Design mem_bus_arbiter, sky130hd; sources not shown.
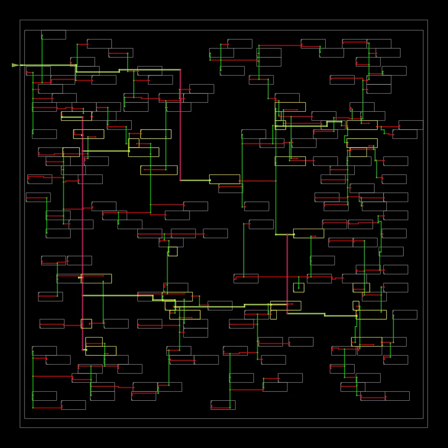
run_1/final_clocks.png
Clk. pwr: 0.00282 W
CLK BUF: 21
flop count: 148
clock sinks: 148
clk_skew: 0.00783 ns

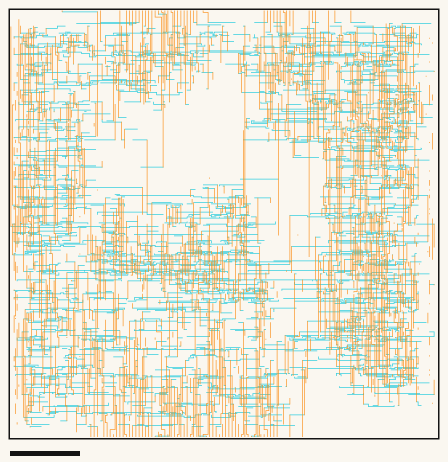
run_1/metal_stack.png
The bar under the picture is 20 µm long. Only two layers are drawn.
met1: marked cyan, wire length 7460 µm. met2: marked orange, wire length 9420 µm.
Routed Wire Length: 19300 µm
Wirelength per Cell: 16.8 µm
via count: 6421
GRT Total Usage: 25.5%

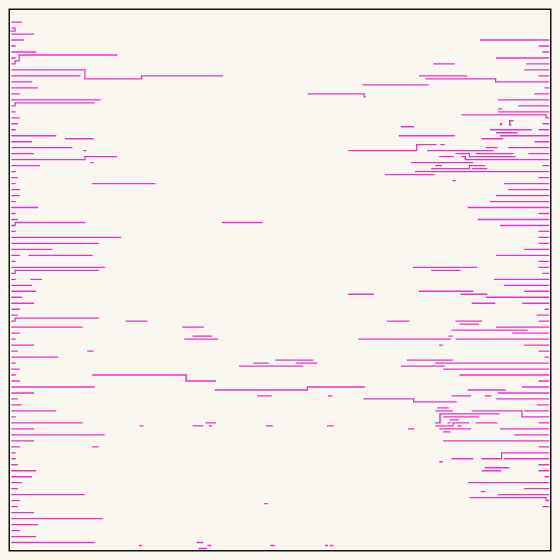
run_1/met3.png
The longest straight run is 30.1 µm. The layer holds 9.8% of the routed length.
met3 global-route usage: 7.62%

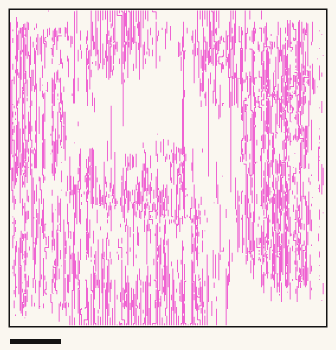
run_1/met2.png
The bar under the picture is 20 µm long.
The layer carries 9420 µm of wire. The longest straight run is 57.3 µm. 961 nets have wire on it.
met2 Resource Use GR: 43.4%

==> reports/qor.csv, run 1 <==
metric,value,unit
status,"finished, final reports clean",
GP Congestion,0.854,
"XOR Share, Synth",0,%
Main synth FF type,dfxtp_1,
Logic area,2970,µm²
cells after synthesis,712,
slack of the critical path,0.136,ns
Late-Pin Clk Latency,0.42,ns
dominant logic cell type in the layout,clkdlybuf4s50_1,
FF+latch area,2960,µm²
area fraction in compound gates,23.0,%
pins over their slew limit,0,
most frequent cells in the layout,"267 x clkdlybuf4s50_1, 148 x dfxtp_1, 112 x a21oi_1",
"Req. time, crit path",1.65,ns
Logic power comb,0.00187,W
Adders+Majority by Area,0.599,%
Setup CP Type,register to output port,
clk buf depth,2,
worst-path maximum fanout,6,
fraction of layout cells with a size suffix above 1,9.79,%
antenna-violating nets left,0,
first-pass GRT wire length,29900,µm
Startpoint Class,register,
Post-synth EDFFs,0,
critical path depth,1,
drt first-iter violations,616,
Post-Place Worst Slack,-0.0364,ns
Final Hold Viols,0,
post-CTS sizing,0,
Mean Syn Cell Area,8.81,µm²
Area Overhead vs Synth,55.7,%
Fill cells,1044,
Placed Area,9190,µm²
H-tree depth,4,
DR vias/cell,5.58,
Worst Setup End Kind,output port,
largest net degree at the start of global routing,65,
yosys simple share,18.0,%
DR WL met2,9420,µm
highest clock rate,485,MHz
Static Leakage,3.55,nW
Reg2Reg Depth,6,
crit path time final,2.06,ns
Final HPWL DP,13300,µm
post-synth area from yosys stat,6270,µm²
Most Crowded Layer GR,met2,
Final nets,1096,
Mux cell area share,5.61,%
Critical Path AT,1.51,ns
row count,43,
largest power group,registers,
Yosys warning count,0,
Initial DRT Pass Iterations,6,
Post-synth ARST share,0,%
RSZ-0062 raised after global routing,no,
endpoints failing setup,0,
Synth logic family,AND-OR/OR-AND gates,
P_seq,0.00301,W
"Design Area, Final",9770,µm²
Max VDD drop,0.567,mV
Top Metal Used,met4,
Clk network pwr share,36.6,%
Post-CTS Setup Bufs,0,
CTS tree,done,
dpl cells,1119,
DRC viols,0,
Yosys Instances,712,
OpenROAD warning count,27,
met1 usage in global routing,29.2,%
global route overflow,0,
Core Footprint,14000,µm²
TritonCTS Buffers,17,
power per cell area,788,nW/µm²
Worst R2R Setup Slack,0.20,ns
Root Buffer Master,clkbuf_16,
fp_density,44.7,%
Die X-Extent,123,µm
net switching power,0.00226,W
Synth Register Bits,148,
met3 WL,1890,µm
cell internal pwr,0.00544,W
Worst path slowest cell,clkdlybuf4s50_1,
met1 wire length,7460,µm
sequential share of power,39.1,%
non-filler instance count after layout,1150,
Worst slew margin,59.0,%
"Cell Chain, Critical Path",clkdlybuf4s50_1,
post-synthesis net count,850,
hold bufs inserted after CTS,0,
Slowest Stage Delay on Critical Path,0.68,ns
Hold Crit Depth,2,
vias in the first global route,6195,
IO Pins,270,
"CP delay by family, top",buffers and inverters,
number of diodes,0,
Worst Hold Class,register to register,
Cell Type Count,53,
Finished Core Util,69.5,%
max-cap viol count,0,
sequential fraction of the synthesis area,47.2,%
"Power, Total",0.00770,W
Hold Slack,0.453,ns
sw frac,29.3,%
Comb pwr share,24.3,%
port buffer count,269,
crit share post-route,93.8,%
Setup TNS Final,0,ns
antenna violations before repair,0,
slew of the pin with the lowest slew margin,0.614,ns
Worst-path clk slew,0.06,ns
Mapped Area,6270,µm²
total die size,15100,µm²
WP buf/inv,1,
chip height,123,µm
==> run 1: final cells by class <==
class / instances / share of cell area (%)
clock inverters: 10 / 0.987
multi-input cells: 494 / 30.4
inverters: 4 / 0.154
flip-flops and latches: 148 / 30.3
well taps: 180 / 2.31
clock buffers: 21 / 4.92
repair buffers: 293 / 30.9
==> run 1: Yosys cell counts, types with 7 or more instances <==
library cell,instances,area (µm²)
nand2b_1,7,43.8
o21ai_0,64,320
dfxtp_1,148,2960
nand2_1,70,263
buf_2,17,85.1
a211oi_1,15,113
clkbuf_1,34,128
mux2i_1,34,340
nor2_1,41,154
a21oi_1,113,566
nand4_1,35,219
nand3_1,38,190
a211oi_2,21,263
## Run 2: what changed since run 1
--- a/config.mk
+++ b/config.mk
@@ -5,7 +5,6 @@
 export SDC_FILE = /design/constraint.sdc
 export NUM_CORES = 1
 export LEC_CHECK = 0
-export CAP_MARGIN = 20
 export CORE_UTILIZATION = 43
 export DETAILED_ROUTE_END_ITERATION = 8
 export PLACE_DENSITY = 0.91
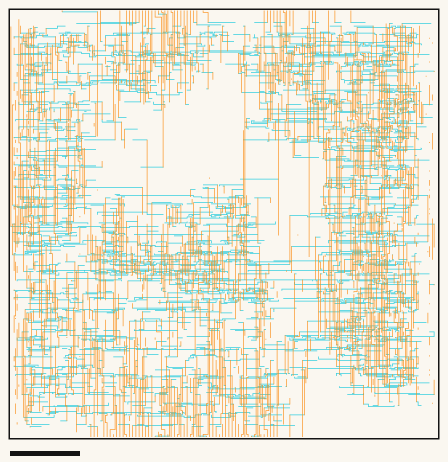
run_2/metal_stack.png
The bar under the picture is 20 µm long. Only two layers are drawn.
met1: marked cyan, wire length 7460 µm. met2: marked orange, wire length 9420 µm.

==> reports/qor.csv, run 2 <==
metric,value,unit
status,"finished, final reports clean",
number of diodes,0,
Critical Path AT,1.51,ns
Logic power comb,0.00187,W
net switching power,0.00226,W
Hold Slack,0.453,ns
Worst Hold Class,register to register,
via count,6421,
yosys simple share,18.0,%
global route overflow,0,
Mean Syn Cell Area,8.81,µm²
dpl cells,1119,
Post-synth ARST share,0,%
Final Hold Viols,0,
GP Congestion,0.854,
pins over their slew limit,0,
Post-Place Worst Slack,-0.0364,ns
IO Pins,270,
Comb pwr share,24.3,%
"Req. time, crit path",1.65,ns
Worst R2R Setup Slack,0.20,ns
clk buf depth,2,
Area Overhead vs Synth,55.7,%
CTS tree,done,
"Design Area, Final",9770,µm²
slew of the pin with the lowest slew margin,0.614,ns
endpoints failing setup,0,
crit share post-route,93.8,%
Main synth FF type,dfxtp_1,
first-pass GRT wire length,29900,µm
sequential share of power,39.1,%
Placed Area,9190,µm²
largest power group,registers,
row count,43,
"Cell Chain, Critical Path",clkdlybuf4s50_1,
highest clock rate,485,MHz
Clk. pwr,0.00282,W
sw frac,29.3,%
most frequent cells in the layout,"267 x clkdlybuf4s50_1, 148 x dfxtp_1, 112 x a21oi_1",
"Power, Total",0.00770,W
vias in the first global route,6195,
Static Leakage,3.55,nW
DR vias/cell,5.58,
Setup TNS Final,0,ns
Startpoint Class,register,
Setup CP Type,register to output port,
drt first-iter violations,616,
Final HPWL DP,13300,µm
critical path depth,1,
non-filler instance count after layout,1150,
Cell Type Count,53,
P_seq,0.00301,W
GRT Total Usage,25.5,%
Synth logic family,AND-OR/OR-AND gates,
"XOR Share, Synth",0,%
Reg2Reg Depth,6,
WP buf/inv,1,
"top cells, area","dfxtp_1 47%, a21oi_1 9.0%, mux2i_1 5.4%",
Finished Core Util,69.5,%
antenna-violating nets left,0,
post-synth area from yosys stat,6270,µm²
OpenROAD warning count,27,
Adders+Majority by Area,0.599,%
Hold Crit Depth,2,
slack of the critical path,0.136,ns
Synth top area share,47.2,%
Yosys warning count,0,
Routed Wire Length,19300,µm
Slowest Stage Delay on Critical Path,0.68,ns
top cell type by total area after synthesis,dfxtp_1,
area fraction in compound gates,23.0,%
Worst-path clk slew,0.06,ns
Mux cell area share,5.61,%
H-tree depth,4,
Mapped Area,6270,µm²
top cells by count,"148 x dfxtp_1, 113 x a21oi_1, 70 x nand2_1, 64 x o21ai_0, 41 x nor2_1",
total die size,15100,µm²
Max VDD drop,0.567,mV
Synth Register Bits,148,
cell internal pwr,0.00544,W
port buffer count,269,
Wirelength per Cell,16.8,µm
DRC viols,0,
Worst slew margin,59.0,%
Core Footprint,14000,µm²
RSZ-0062 raised after global routing,no,
Post-synth EDFFs,0,
worst-path maximum fanout,6,
Worst path slowest cell,clkdlybuf4s50_1,
largest net degree at the start of global routing,65,
sequential fraction of the synthesis area,47.2,%
fp_density,44.7,%
Clk network pwr share,36.6,%
antenna violations before repair,0,
dominant logic cell type in the layout,clkdlybuf4s50_1,
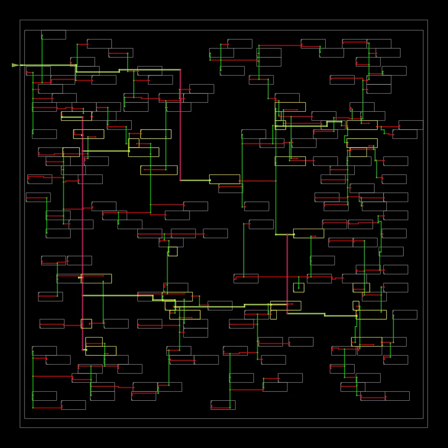
run_2/final_clocks.png
Late-Pin Clk Latency: 0.42 ns
TritonCTS Buffers: 17

## run 2: cell counts in the layout (fill, tap and decap cells not counted)
No cell type changed its count.
## run 2: per-layer routing
layer | routed length (µm) | vias up | GRT usage (%)
li1 | - | 3054 | -
met1 | 7460 | 2988 | 29.2
met2 | 9420 | 332 | 43.4
met3 | 1890 | 47 | 7.62
met4 | 535 | 0 | 11.7
met5 | 0 | - | 0
## run 2: final cells by class
type / instances / area (µm²) / share of cell area (%)
timing repair buffer: 293 / 3020 / 30.9
sequential: 148 / 2960 / 30.3
multi-input combinational: 494 / 2970 / 30.4
inverter: 4 / 15.0 / 0.154
tap: 180 / 225 / 2.31
clock inverter: 10 / 96.3 / 0.987
clock buffer: 21 / 480 / 4.92
No activity file was given, so power comes from the tool's default toggle rates.
